**src/rtl/lcd_pkg.sv**
```systemverilog
// rtl/lcd_pkg.sv - shared constants, mode enum and address helper for the LCD bus decoder
// Contents: opcode masks, DDRAM row bases and wrap limits, SPACE fill byte,
//           mode_t {M8, HI, LO}, next_addr() and is_funcset() helpers.
package lcd_pkg;

    localparam logic [7:0] SPACE = 8'h20;

    localparam logic [6:0] ROW_A_BASE = 7'h00;
    localparam logic [6:0] ROW_B_BASE = 7'h40;
    localparam logic [6:0] ROW_A_WRAP = 7'h27;
    localparam logic [6:0] ROW_B_WRAP = 7'h67;

    // A command is identified by its highest set bit.
    localparam logic [7:0] OP_CLEAR   = 8'h01;
    localparam logic [7:0] OP_HOME    = 8'h02;
    localparam logic [7:0] OP_ENTRY   = 8'h04;
    localparam logic [7:0] OP_DISPCTL = 8'h08;
    localparam logic [7:0] OP_SHIFT   = 8'h10;
    localparam logic [7:0] OP_FUNCSET = 8'h20;
    localparam logic [7:0] OP_CGRAM   = 8'h40;
    localparam logic [7:0] OP_DDRAM   = 8'h80;

    typedef enum logic [1:0] {M8, HI, LO} mode_t;

    // DDRAM address step with the two-line wrap points; out-of-map
    // addresses simply count until they reach a wrap point.
    function automatic logic [6:0] next_addr(input logic [6:0] a, input logic inc);
        if (inc) begin
            if (a == ROW_A_WRAP)      return ROW_B_BASE;
            else if (a == ROW_B_WRAP) return ROW_A_BASE;
            else                      return a + 7'd1;
        end else begin
            if (a == ROW_B_BASE)      return ROW_A_WRAP;
            else if (a == ROW_A_BASE) return ROW_B_WRAP;
            else                      return a - 7'd1;
        end
    endfunction

    function automatic logic is_funcset(input logic [7:0] b);
        return (b & 8'hE0) == OP_FUNCSET;
    endfunction

endpackage

```
**src/rtl/lcd_bus_decoder_sync.sv**
```systemverilog
// rtl/lcd_bus_decoder_sync.sv - bus input synchronizer with registered E falling-edge pulse
// Ports: clk, reset (async, high); e, rs, rw, d[3:0] raw bus;
//        e_fall 1-cycle pulse; rs_q, rw_q, d_q bus fields taken from the same stage as E.
module lcd_edge_sync #(
    parameter int SYNC_STAGES = 2
) (
    input  logic       clk,
    input  logic       reset,
    input  logic       e,
    input  logic       rs,
    input  logic       rw,
    input  logic [3:0] d,
    output logic       e_fall,
    output logic       rs_q,
    output logic       rw_q,
    output logic [3:0] d_q
);

    // {E, RS, RW, D[3:0]} travel together so the fields stay aligned with E.
    logic [6:0] stage [SYNC_STAGES];
    logic       e_last;

    always_ff @(posedge clk or posedge reset) begin
        if (reset) begin
            for (int i = 0; i < SYNC_STAGES; i++) stage[i] <= '0;
            e_last <= 1'b0;
            e_fall <= 1'b0;
            rs_q   <= 1'b0;
            rw_q   <= 1'b0;
            d_q    <= 4'h0;
        end else begin
            stage[0] <= {e, rs, rw, d};
            for (int i = 1; i < SYNC_STAGES; i++) stage[i] <= stage[i-1];
            e_last <= stage[SYNC_STAGES-1][6];
            e_fall <= e_last & ~stage[SYNC_STAGES-1][6];
            {rs_q, rw_q, d_q} <= stage[SYNC_STAGES-1][5:0];
        end
    end

endmodule

```
**src/rtl/lcd_bus_decoder.sv**
```systemverilog
// rtl/lcd_bus_decoder.sv - HD44780 4-bit bus receiver with 2x16 character shadow
// Ports: clk, reset (async, high); LCD_RS, LCD_RW, LCD_E, LCD_D[3:0] bus inputs;
//        row_A/row_B[127:0] shadow rows ([127:120] = column 0); display_on;
//        cmd_valid/char_valid commit pulses with byte_out; proto_err, timing_err pulses.
// Optional: define LCD_BUSY_CHECK_EN to model controller busy time and flag early transfers.
module lcd_bus_decoder
    import lcd_pkg::*;
#(
    parameter int SYNC_STAGES = 2,
    parameter int BUSY_SHORT  = 2000,
    parameter int BUSY_LONG   = 82000
) (
    input  logic         clk,
    input  logic         reset,
    input  logic         LCD_RS,
    input  logic         LCD_RW,
    input  logic         LCD_E,
    input  logic [3:0]   LCD_D,
    output logic [127:0] row_A,
    output logic [127:0] row_B,
    output logic         display_on,
    output logic         cmd_valid,
    output logic         char_valid,
    output logic [7:0]   byte_out,
    output logic         proto_err,
    output logic         timing_err
);

    logic       e_fall, rs_s, rw_s;
    logic [3:0] d_s;

    lcd_edge_sync #(.SYNC_STAGES(SYNC_STAGES)) u_sync (
        .clk    (clk),
        .reset  (reset),
        .e      (LCD_E),
        .rs     (LCD_RS),
        .rw     (LCD_RW),
        .d      (LCD_D),
        .e_fall (e_fall),
        .rs_q   (rs_s),
        .rw_q   (rw_s),
        .d_q    (d_s)
    );

    mode_t      mode;
    logic [3:0] hi_nib;
    logic       hi_rs, hi_rw;
    logic [6:0] addr;
    logic       inc;
    logic       cgram;

    logic       commit, c_rs, perr, clr_home;
    logic [7:0] c_byte;
    logic [6:0] col_lsb;

    // Byte being committed on this edge, if any.
    always_comb begin
        commit = 1'b0;
        c_byte = 8'h00;
        c_rs   = 1'b0;
        perr   = 1'b0;
        if (e_fall) begin
            if (mode == M8) begin
                commit = !rw_s;
                c_byte = {d_s, 4'h0};
                c_rs   = rs_s;
            end else if (mode == LO) begin
                commit = !(hi_rw || rw_s);
                c_byte = {hi_nib, d_s};
                c_rs   = hi_rs;
                perr   = commit && (rs_s != hi_rs);
            end
        end
    end

    assign clr_home = !c_rs && (c_byte[7:2] == 6'd0) && (c_byte[1:0] != 2'd0);
    // Column 0 sits in the top byte, so the bit offset is (15 - col) * 8.
    assign col_lsb  = {~addr[3:0], 3'b000};

    always_ff @(posedge clk or posedge reset) begin
        if (reset) begin
            mode       <= M8;
            hi_nib     <= 4'h0;
            hi_rs      <= 1'b0;
            hi_rw      <= 1'b0;
            addr       <= ROW_A_BASE;
            inc        <= 1'b1;
            cgram      <= 1'b0;
            display_on <= 1'b0;
            byte_out   <= 8'h00;
            cmd_valid  <= 1'b0;
            char_valid <= 1'b0;
            proto_err  <= 1'b0;
            row_A      <= {16{SPACE}};
            row_B      <= {16{SPACE}};
        end else begin
            cmd_valid  <= 1'b0;
            char_valid <= 1'b0;
            proto_err  <= perr;

            if (e_fall) begin
                case (mode)
                    M8: if (commit && !c_rs && is_funcset(c_byte) && !c_byte[4]) mode <= HI;
                    HI: begin
                        hi_nib <= d_s;
                        hi_rs  <= rs_s;
                        hi_rw  <= rw_s;
                        mode   <= LO;
                    end
                    LO: mode <= (commit && !c_rs && is_funcset(c_byte) && c_byte[4]) ? M8 : HI;
                    default: mode <= M8;
                endcase
            end

            if (commit) begin
                byte_out <= c_byte;
                if (c_rs) begin
                    char_valid <= 1'b1;
                    // CGRAM data has no shadow; the DDRAM address is left alone.
                    if (!cgram) begin
                        if (addr[6:4] == ROW_A_BASE[6:4])      row_A[col_lsb +: 8] <= c_byte;
                        else if (addr[6:4] == ROW_B_BASE[6:4]) row_B[col_lsb +: 8] <= c_byte;
                        addr <= next_addr(addr, inc);
                    end
                end else begin
                    cmd_valid <= 1'b1;
                    if (|(c_byte & OP_DDRAM)) begin
                        addr  <= c_byte[6:0];
                        cgram <= 1'b0;
                    end else if (|(c_byte & OP_CGRAM)) begin
                        cgram <= 1'b1;
                    end else if (|(c_byte & (OP_FUNCSET | OP_SHIFT))) begin
                        // function set only affects mode; shifts are not modelled
                    end else if (|(c_byte & OP_DISPCTL)) begin
                        display_on <= c_byte[2];
                    end else if (|(c_byte & OP_ENTRY)) begin
                        inc <= c_byte[1];
                    end else if (|(c_byte & OP_HOME)) begin
                        addr  <= ROW_A_BASE;
                        cgram <= 1'b0;
                    end else if (|(c_byte & OP_CLEAR)) begin
                        row_A <= {16{SPACE}};
                        row_B <= {16{SPACE}};
                        addr  <= ROW_A_BASE;
                        inc   <= 1'b1;
                        cgram <= 1'b0;
                    end
                end
            end
        end
    end

`ifdef LCD_BUSY_CHECK_EN
    localparam int BW = $clog2(BUSY_LONG + 1);
    logic [BW-1:0] busy_cnt;

    // Busy model runs only once the bus is in 4-bit mode; in M8 the host
    // uses its own fixed init delays.
    always_ff @(posedge clk or posedge reset) begin
        if (reset) begin
            busy_cnt   <= '0;
            timing_err <= 1'b0;
        end else begin
            timing_err <= e_fall && (mode != M8) && (busy_cnt != '0);
            if (commit && (mode != M8))
                busy_cnt <= clr_home ? BW'(BUSY_LONG) : BW'(BUSY_SHORT);
            else if (busy_cnt != '0)
                busy_cnt <= busy_cnt - 1'b1;
        end
    end
`else
    assign timing_err = 1'b0;
    logic unused_busy;
    assign unused_busy = clr_home;
`endif

endmodule
```
**config.mk**
```make
export PLATFORM = sky130hd
export DESIGN_NAME = lcd_bus_decoder
export DESIGN_NICKNAME = d
export VERILOG_FILES = /design/src/rtl/lcd_pkg.sv /design/src/rtl/lcd_bus_decoder_sync.sv /design/src/rtl/lcd_bus_decoder.sv
export SDC_FILE = /design/constraint.sdc
export NUM_CORES = 1
export LEC_CHECK = 0
export CORE_AREA = 2 2 194 196
export DETAILED_ROUTE_END_ITERATION = 10
export DIE_AREA = 0 0 196 198
export GPL_TIMING_DRIVEN = 0
export PLACE_DENSITY = 0.6
export SYNTH_ARGS = -nofsm -noshare
export SYNTH_HDL_FRONTEND = slang
export SYNTH_HIERARCHICAL = 1
export SYNTH_SLANG_ARGS = --single-unit
```
**constraint.sdc**
```tcl
create_clock -name clk -period 11.3 [get_ports clk]
set_input_delay 3.39 -clock clk [delete_from_list [all_inputs] [get_ports clk]]
set_output_delay 3.39 -clock clk [all_outputs]
set_load 0.02 [all_outputs]
```
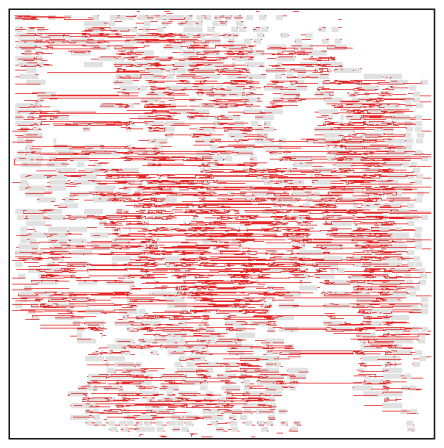
Fig. 1. Signal wires on met1.
The longest straight run is 60.7 um. The layer carries 19200 um of wire. The layer holds 44% of the routed length. The wires run mostly horizontal. 1217 nets have wire on it.

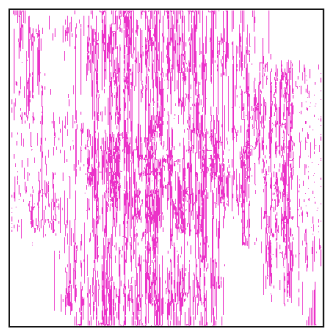
Fig. 2. Met2 routing.
The layer holds 47% of the routed length. The layer carries 20.5 mm of wire. 1182 nets have wire on it.

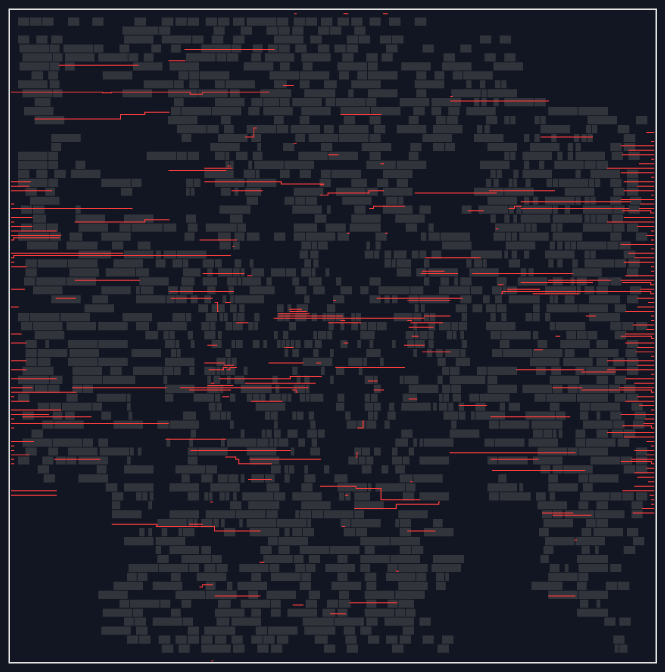
Fig. 3. M3 wires.
The longest straight run is 65.8 um. The layer holds 5.9% of the routed length. The wires run mostly horizontal. 208 nets have wire on it.

==> Flow_metrics.wiki <==
== Metrics ==
{| class="wikitable"
! Metric !! Value
|-
| Cell count along the critical path || 1
|-
| Layout overhead on the synthesized area || 36.0%
|-
| Worst-skew pair later-pin latency || roughly 0.52 ns
|-
| Total gr overflow || 0
|-
| Transition at the pin with the smallest max-transition slack || around 1.3 ns
|-
| Top routing layer in use || met4
|-
| Worst Reg2Reg Path Length in Cells || 9
|-
| Top cell category || sequential cells
|-
| Status || completed
|-
| Post-detail-place hpwl || between 30000 and 40000 um
|-
| Initial Utilization || 34.4%
|-
| WL per Instance || ~24 um
|-
| Simple-gate share of the synthesized area || 9.95%
|-
| Metal2 WL || slightly above 20000 um
|-
| Final hold viol count || 0
|-
| Number of sinks on the clock net || 307
|-
| Share of the final layout cell area in sequential cells || ~45%
|-
| Number of sequential storage elements || 307
|-
| Predominant post-synthesis flop cell || dfrtp_1
|-
| Detailed Route Iter0 Violations || roughly 700
|-
| Endpoint kind of the worst setup timing path || output pin
|-
| Post-synth design cell area || 12700 um^2
|-
| Worst setup path startpoint || row_A[53]$_DFFE_PP1P_
|-
| Final core occ || between 40% and 50%
|-
| Cell Int Power || 0.00194 W
|-
| Cell at the root of the clock tree || clkbuf_16
|-
| Total placed instance area || around 16000 um^2
|}
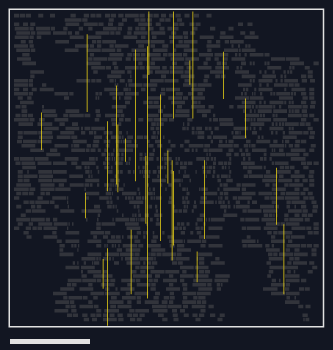
Fig. 4. Signal wires on met4.
Scale bar: 50 um.
20 nets have wire on it. The layer holds 2.9% of the routed length. The layer carries 1250 um of wire. The wires run mostly vertical.
total number of vias: 10000
total length of routed wires: 43500 um

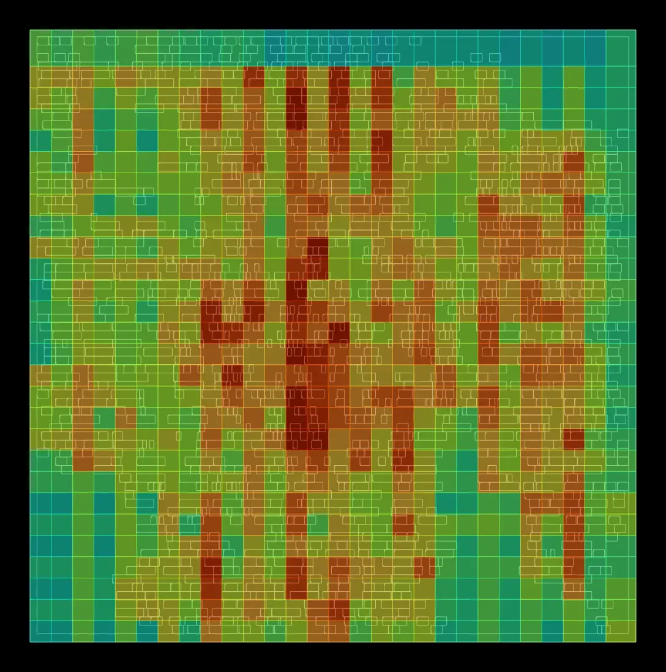
Fig. 5. Routing congestion.
met1 track demand over resource in global routing: 30.7%
most heavily used metal layer in global routing: met2

==> layer usage <==
metal,GRT usage [%],vias up
li1,-,4506
met1,30.7,5117
met2,36.4,352
met3,3.95,66
met4,7.07,0
met5,0,-
==> state kept, by name, indices dropped and copies added (netlist names) <==
signal and flops:
cgram 1, mode 2, addr 7, hi_nib 4, u_sync/rw_q 1, u_sync/e_last 1, row_B 128, hi_rs 1
hi_rw 1, byte_out 8, u_sync/stage 14, u_sync/e_fall 1, char_valid 1, inc 1, proto_err 1, row_A 128
display_on 1, u_sync/d_q 4, u_sync/rs_q 1, cmd_valid 1
==> metrics by stage <==
| step | hold WS (ns) | TNS [ns] | instances | setup WS, ns |
|---|---|---|---|---|
| floorplan | 0.331 | 0 | 1017 | 0.101 |
| global placement | 0.333 | -917.21 | 1767 | -3.61 |
| detailed placement | 0.335 | 0 | 1769 | 6.34 |
| CTS | 0.339 | 0 | 1830 | 6.17 |
| global route | 0.348 | 0 | 1831 | 6.14 |
| finish | 0.339 | 0 | 1831 | 6.19 |
==> cell families after synthesis <==
group                    after synthesis
multiplexers                          33
adder cells (fa/ha/maj)                4
XOR/XNOR                               5
AND-OR/OR-AND                        369
AND/OR/NAND/NOR                      221
flip-flops                           307
other                                  1
buffers and inverters                 77
==> power by group through the flow <==
stage / Clock [W] / Combinational [W] / Sequential [W]
after floorplan: 0 / 0.000137 / 0.00123
after global placement: 0 / 0.000283 / 0.00120
after detailed placement: 0 / 0.000288 / 0.00120
after CTS: 0.00116 / 0.000290 / 0.00118
after global routing: 0.00120 / 0.000310 / 0.00118
final: 0.00113 / 0.000291 / 0.00118
No activity file was given, so power comes from the tool's default toggle rates.
